==> config.mk <==
export PLATFORM = sky130hd
export DESIGN_NAME = transition_window_counter_flat
export DESIGN_NICKNAME = d
export VERILOG_FILES = /design/src/rtl/transition_window_counter_if.sv /design/src/rtl/transition_window_counter.sv /design/src/flat_wrapper.sv
export SDC_FILE = /design/constraint.sdc
export NUM_CORES = 1
export LEC_CHECK = 0
export CELL_PAD_IN_SITES_DETAIL_PLACEMENT = 0
export CELL_PAD_IN_SITES_GLOBAL_PLACEMENT = 1
export CORE_ASPECT_RATIO = 1.75
export CORE_MARGIN = 2
export CORE_UTILIZATION = 45
export CTS_BUF_LIST = sky130_fd_sc_hd__clkbuf_8
export CTS_CLUSTER_SIZE = 10
export DETAILED_ROUTE_END_ITERATION = 10
export GPL_TIMING_DRIVEN = 0
export PLACE_DENSITY_LB_ADDON = 0.15
export SKIP_LAST_GASP = 1
export SLEW_MARGIN = 25
export SYNTH_ARGS = -nofsm -noshare
export SYNTH_HDL_FRONTEND = slang
export SYNTH_SLANG_ARGS = --single-unit
==> constraint.sdc <==
create_clock -name clk_i -period 5.3 [get_ports clk_i]
set_input_delay 1.06 -clock clk_i [delete_from_list [all_inputs] [get_ports clk_i]]
set_output_delay 1.06 -clock clk_i [all_outputs]
set_load 0.005 [all_outputs]
==> src/rtl/transition_window_counter_if.sv <==
//------------------------------------------------------------------------------
// transition_window_counter_if : control, sample and result-handshake bundle
// Revision: 1.0
//------------------------------------------------------------------------------
`default_nettype none

interface transition_window_counter_if #(
  parameter int CNT_W = 8,
  parameter int WIN_W = 16
);
  logic             enable;
  logic [WIN_W-1:0] win_len;
  logic             diff_in;
  logic             diff_valid;
  logic [CNT_W-1:0] count_out;
  logic             overflow;
  logic             count_valid;
  logic             count_ready;
  logic             missed;
  logic             busy;

  modport master (
    output enable, win_len, diff_in, diff_valid, count_ready,
    input  count_out, overflow, count_valid, missed, busy
  );

  modport slave (
    input  enable, win_len, diff_in, diff_valid, count_ready,
    output count_out, overflow, count_valid, missed, busy
  );
endinterface

`default_nettype wire

==> src/rtl/transition_window_counter.sv <==
//------------------------------------------------------------------------------
// transition_window_counter : counts differentiator transitions per window of
// qualified samples and presents each total through a valid/ready register.
// Revision: 1.0
//------------------------------------------------------------------------------
`default_nettype none

module transition_window_counter #(
  parameter int CNT_W = 8,
  parameter int WIN_W = 16
) (
  input  logic                          clk_i,
  input  logic                          rst_ni,
  transition_window_counter_if.slave    bus
);

  localparam logic [CNT_W-1:0] CNT_MAX = '1;

  typedef enum logic [0:0] {
    S_IDLE  = 1'b0,
    S_COUNT = 1'b1
  } state_t;

  state_t           state_q,       state_d;
  logic [WIN_W-1:0] win_len_q,     win_len_d;
  logic [WIN_W-1:0] samp_cnt_q,    samp_cnt_d;
  logic [CNT_W-1:0] evt_cnt_q,     evt_cnt_d;
  logic             sat_q,         sat_d;
  logic [CNT_W-1:0] count_out_q,   count_out_d;
  logic             overflow_q,    overflow_d;
  logic             count_valid_q, count_valid_d;
  logic             missed_q,      missed_d;

  logic [WIN_W-1:0] w_samp_next;
  logic [CNT_W-1:0] w_evt_next;
  logic             w_sat_next;
  logic [WIN_W-1:0] w_win_len_eff;
  logic             w_can_load;

  always_comb begin
    state_d       = state_q;
    win_len_d     = win_len_q;
    samp_cnt_d    = samp_cnt_q;
    evt_cnt_d     = evt_cnt_q;
    sat_d         = sat_q;
    count_out_d   = count_out_q;
    overflow_d    = overflow_q;
    count_valid_d = count_valid_q;
    missed_d      = 1'b0;

    w_samp_next   = samp_cnt_q + WIN_W'(1);
    w_evt_next    = evt_cnt_q;
    w_sat_next    = sat_q;
    if (bus.diff_in) begin
      if (evt_cnt_q == CNT_MAX) begin
        w_sat_next = 1'b1;
      end else begin
        w_evt_next = evt_cnt_q + CNT_W'(1);
      end
    end

    // A zero-length window would never complete, so it runs as one sample.
    w_win_len_eff = (bus.win_len == '0) ? WIN_W'(1) : bus.win_len;
    w_can_load    = !count_valid_q || bus.count_ready;

    if (count_valid_q && bus.count_ready) begin
      count_valid_d = 1'b0;
    end

    case (state_q)
      S_IDLE: begin
        if (bus.enable) begin
          win_len_d  = w_win_len_eff;
          samp_cnt_d = '0;
          evt_cnt_d  = '0;
          sat_d      = 1'b0;
          state_d    = S_COUNT;
        end
      end
      S_COUNT: begin
        if (!bus.enable) begin
          samp_cnt_d = '0;
          evt_cnt_d  = '0;
          sat_d      = 1'b0;
          state_d    = S_IDLE;
        end else if (bus.diff_valid) begin
          if (w_samp_next == win_len_q) begin
            if (w_can_load) begin
              count_out_d   = w_evt_next;
              overflow_d    = w_sat_next;
              count_valid_d = 1'b1;
            end else begin
              missed_d = 1'b1;
            end
            // Relatch in the completion cycle so windows run back to back.
            win_len_d  = w_win_len_eff;
            samp_cnt_d = '0;
            evt_cnt_d  = '0;
            sat_d      = 1'b0;
          end else begin
            samp_cnt_d = w_samp_next;
            evt_cnt_d  = w_evt_next;
            sat_d      = w_sat_next;
          end
        end
      end
      default: begin
        state_d = S_IDLE;
      end
    endcase
  end

  always_ff @(posedge clk_i or negedge rst_ni) begin
    if (!rst_ni) begin
      state_q       <= S_IDLE;
      win_len_q     <= '0;
      samp_cnt_q    <= '0;
      evt_cnt_q     <= '0;
      sat_q         <= 1'b0;
      count_out_q   <= '0;
      overflow_q    <= 1'b0;
      count_valid_q <= 1'b0;
      missed_q      <= 1'b0;
    end else begin
      state_q       <= state_d;
      win_len_q     <= win_len_d;
      samp_cnt_q    <= samp_cnt_d;
      evt_cnt_q     <= evt_cnt_d;
      sat_q         <= sat_d;
      count_out_q   <= count_out_d;
      overflow_q    <= overflow_d;
      count_valid_q <= count_valid_d;
      missed_q      <= missed_d;
    end
  end

  assign bus.count_out   = count_out_q;
  assign bus.overflow    = overflow_q;
  assign bus.count_valid = count_valid_q;
  assign bus.missed      = missed_q;
  assign bus.busy        = (state_q == S_COUNT);

endmodule

`default_nettype wire

==> src/flat_wrapper.sv <==
// flat-port wrapper written by rule: the top's interface ports become plain ports
module transition_window_counter_flat 
#(
  parameter int CNT_W = 8,
  parameter int WIN_W = 16
)
  (clk_i, rst_ni, bus_enable, bus_win_len, bus_diff_in, bus_diff_valid, bus_count_ready, bus_count_out, bus_overflow, bus_count_valid, bus_missed, bus_busy);
  transition_window_counter_if #(.CNT_W(CNT_W), .WIN_W(WIN_W)) bus_i ();
  input  logic clk_i;
  input  logic rst_ni;
  input wire logic [$bits(bus_i.enable)-1:0] bus_enable;
  input wire logic [$bits(bus_i.win_len)-1:0] bus_win_len;
  input wire logic [$bits(bus_i.diff_in)-1:0] bus_diff_in;
  input wire logic [$bits(bus_i.diff_valid)-1:0] bus_diff_valid;
  input wire logic [$bits(bus_i.count_ready)-1:0] bus_count_ready;
  output wire logic [$bits(bus_i.count_out)-1:0] bus_count_out;
  output wire logic [$bits(bus_i.overflow)-1:0] bus_overflow;
  output wire logic [$bits(bus_i.count_valid)-1:0] bus_count_valid;
  output wire logic [$bits(bus_i.missed)-1:0] bus_missed;
  output wire logic [$bits(bus_i.busy)-1:0] bus_busy;
  assign bus_i.enable = bus_enable;
  assign bus_i.win_len = bus_win_len;
  assign bus_i.diff_in = bus_diff_in;
  assign bus_i.diff_valid = bus_diff_valid;
  assign bus_i.count_ready = bus_count_ready;
  assign bus_count_out = bus_i.count_out;
  assign bus_overflow = bus_i.overflow;
  assign bus_count_valid = bus_i.count_valid;
  assign bus_missed = bus_i.missed;
  assign bus_busy = bus_i.busy;
  transition_window_counter #(.CNT_W(CNT_W), .WIN_W(WIN_W)) u_core (.clk_i(clk_i), .rst_ni(rst_ni), .bus(bus_i));
endmodule
==> ci_impl_report.md, run 1 <==
## Implementation flow summary

| Metric | Value |
|---|---|
| Status | `finished, final reports clean` |
| Area fraction in mux cells | `0.1101` |
| Ports | `34` |
| Synth top cells by count | `dfrtp_1 (53), nand2_1 (29), nand3_1 (22)` |
| WL met2 | `4143 µm` |
| Commonest flop | `dfrtp_1` |
| DRT Pass-1 Iters | `4` |
| Complex Gates by Area | `0.1167` |
| First-pass GRT wire length | `12280 µm` |
| Leak Pwr | `1.612 nW` |
| Ys cells | `312` |
| Post-Syn Area per Cell | `10.45 µm²` |
| Top layer in use | `met4` |
| R2r endpoint | `u_core.win_len_q[12]` |
| Final setup fails | `0` |
| Routed length on met1 | `2942 µm` |
| CP arrival | `3390 ps` |
| Total power | `0.9134 mW` |
| Total number of vias | `2482` |
| Worst r2r src | `u_core.samp_cnt_q[5]` |
| N_taps | `86` |
| Slew headroom | `0.5765` |
| Detail Route Antenna Nets | `0` |
| Tally of buffers added on design ports | `33` |
| Core ar. | `7131 µm²` |
| Worst-path cell chain | `nand4_2 -> or4_4 -> xnor2_2 -> nor4_2 -> nand3_2 -> o22ai_4 -> buf_8 -> mux2_4` |
| Antenna cells | `0` |
| Via/cell ratio | `5.641` |
| Startpoint Class | `flop` |
| Syn Std Cell Area | `3261 µm²` |
| Combinational power | `0.142 mW` |
| Final Cell Area | `3850 µm²` |
| Global Route met3 Usage | `0.03179` |
| Area of the die | `7969 µm²` |
| Post-route setup TNS | `0 ps` |
| Sequential Power Share | `0.484` |
| Gr busiest metal | `met2` |
| Max-cap viol count | `0` |
| GRT Overall Usage | `0.2119` |
| Post-Synth Adder-Cell Area | `0.007675` |
| WP data required | `5500 ps` |
| Gp weighted congestion | `0.8303` |
| PD cells | `237.3 nW/µm²` |
| Yosys stat area | `3261 µm²` |
| Post-route minimum period | `3186 ps` |
| Main logic family | `simple AND/OR/NAND/NOR gates` |
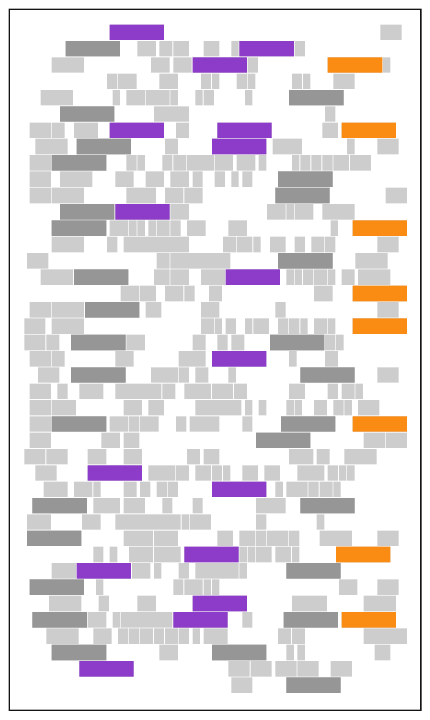
run_1/registers.png
Scale: 6 px per µm. Other sequential cells in the stronger gray, the rest of the logic in the fainter gray.
`u_core.samp_cnt_q` -> purple  # sequential cells 16
`u_core.bus.count_out` -> orange  # sequential cells 8
sequential share of cell area: 0.3445
post-layout util: 0.5399
sequential power: 0.442 mW
register area: 1326 µm²

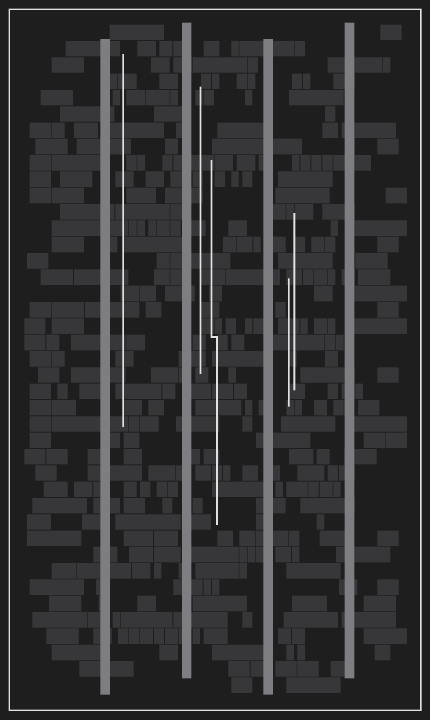
run_1/met4.png
Scale: 6 px per µm. Supply wires on this layer in gray.
nets with wire on the layer = 5
share of all routed wire = 2.9%
longest straight run = 61.9 µm
main direction = vertical
wire length on this layer = 221 µm

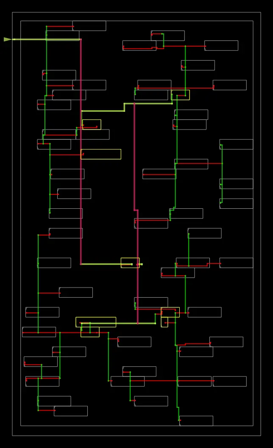
run_1/final_clocks.png
Num Clock Sinks: 53
clk_lat worst skew: 320 ps
power in the clock group: 0.329 mW
Worst Skew: 11.78 ps

run_1/density.png
Scale: 4 px per µm. The die is cut into 7 by 12 equal tiles; white is low, dark blue is high, 0 to 100% covered.
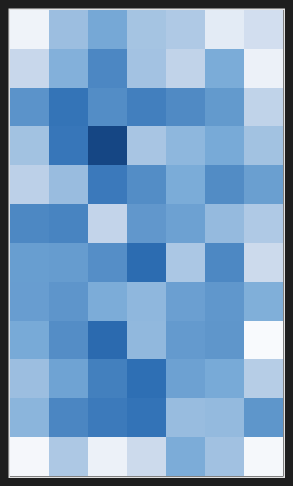

--- run 2 (diff from run 1) ---
==> constraint.sdc (replaced) <==
create_clock -name clk_i -period 3.2 [get_ports clk_i]
set_input_delay 0.64 -clock clk_i [delete_from_list [all_inputs] [get_ports clk_i]]
set_output_delay 0.64 -clock clk_i [all_outputs]
set_load 0.005 [all_outputs]
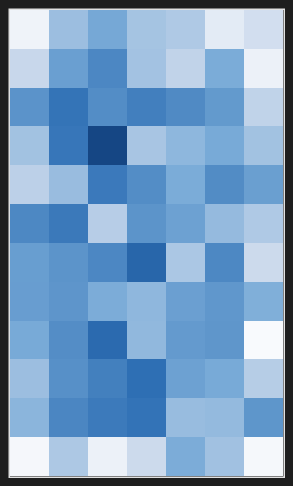
run_2/density.png
Scale: 4 px per µm. The die is cut into 7 by 12 equal tiles; white is low, dark blue is high, 0 to 100% covered.
tiles over 75% full = 3.6%
mean over tiles = 47%
fullest tile = 91%

==> run 2 against run 1 <==
Effect of this change:
- synthesized cell count did not move
- utilization rose by 0.46 points
- clock power rose by 66%
- synthesized area did not move
- clock-buffer cell count did not move
- die area did not move
- global-route usage rose by 0.078 points
- first-iteration DRC count fell by 16%
- routed wire length rose by 0.17%
==> ci_impl_report.md, run 2 <==
## Implementation flow summary

| Metric | Value |
|---|---|
| N_taps | `86 (unchanged)` |
| Sequential Power Share | `0.482 (-0.002)` |
| Yosys stat area | `3261 µm² (unchanged)` |
| Tally of buffers added on design ports | `33 (unchanged)` |
| R2r endpoint | `u_core.bus.count_out[4]` |
| Main logic family | `simple AND/OR/NAND/NOR gates` |
| First-pass GRT wire length | `12320 µm (+0.39%)` |
| PD cells | `391.3 nW/µm² (+65%)` |
| Post-route minimum period | `3061 ps (-124.7 ps)` |
| Via/cell ratio | `5.591 (-0.88%)` |
| Ys cells | `312 (unchanged)` |
| Worst r2r src | `u_core.samp_cnt_q[5]` |
| Area of the die | `7969 µm² (unchanged)` |
| Total number of vias | `2477 (-0.20%)` |
| Clk_lat worst skew | `320 ps (about the same)` |
| Syn Std Cell Area | `3261 µm² (unchanged)` |
| Max-cap viol count | `0 (unchanged)` |
| WL met2 | `4179 µm (+0.87%)` |
| Final Cell Area | `3882 µm² (+0.84%)` |
| Leak Pwr | `1.632 nW (+1.2%)` |
| Num Clock Sinks | `53 (unchanged)` |
| Post-Synth Adder-Cell Area | `0.007675 (unchanged)` |
| Gr busiest metal | `met2` |
| WP data required | `3420 ps (-2080 ps)` |
| GRT Overall Usage | `0.2127 (+0.0007835)` |
| DRT Pass-1 Iters | `4 (unchanged)` |
| Post-Syn Area per Cell | `10.45 µm² (unchanged)` |
| Global Route met3 Usage | `0.03179 (unchanged)` |
| Total power | `1.519 mW (+66%)` |
| Detail Route Antenna Nets | `0 (unchanged)` |
| Post-layout util | `0.5445 (+0.004562)` |
| Status | `finished, final reports clean` |
| Gp weighted congestion | `0.8303 (unchanged)` |
| Post-route setup TNS | `0 ps (unchanged)` |
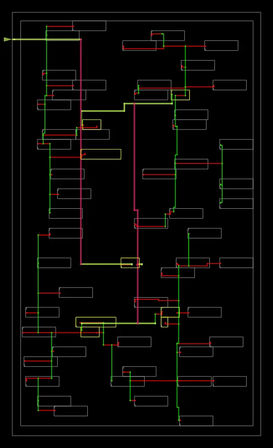
run_2/final_clocks.png
clock buffers: 5
flop count: 53
power in the clock group: 0.546 mW
Worst Skew: 10.96 ps

Power and IR drop assume default switching activity.
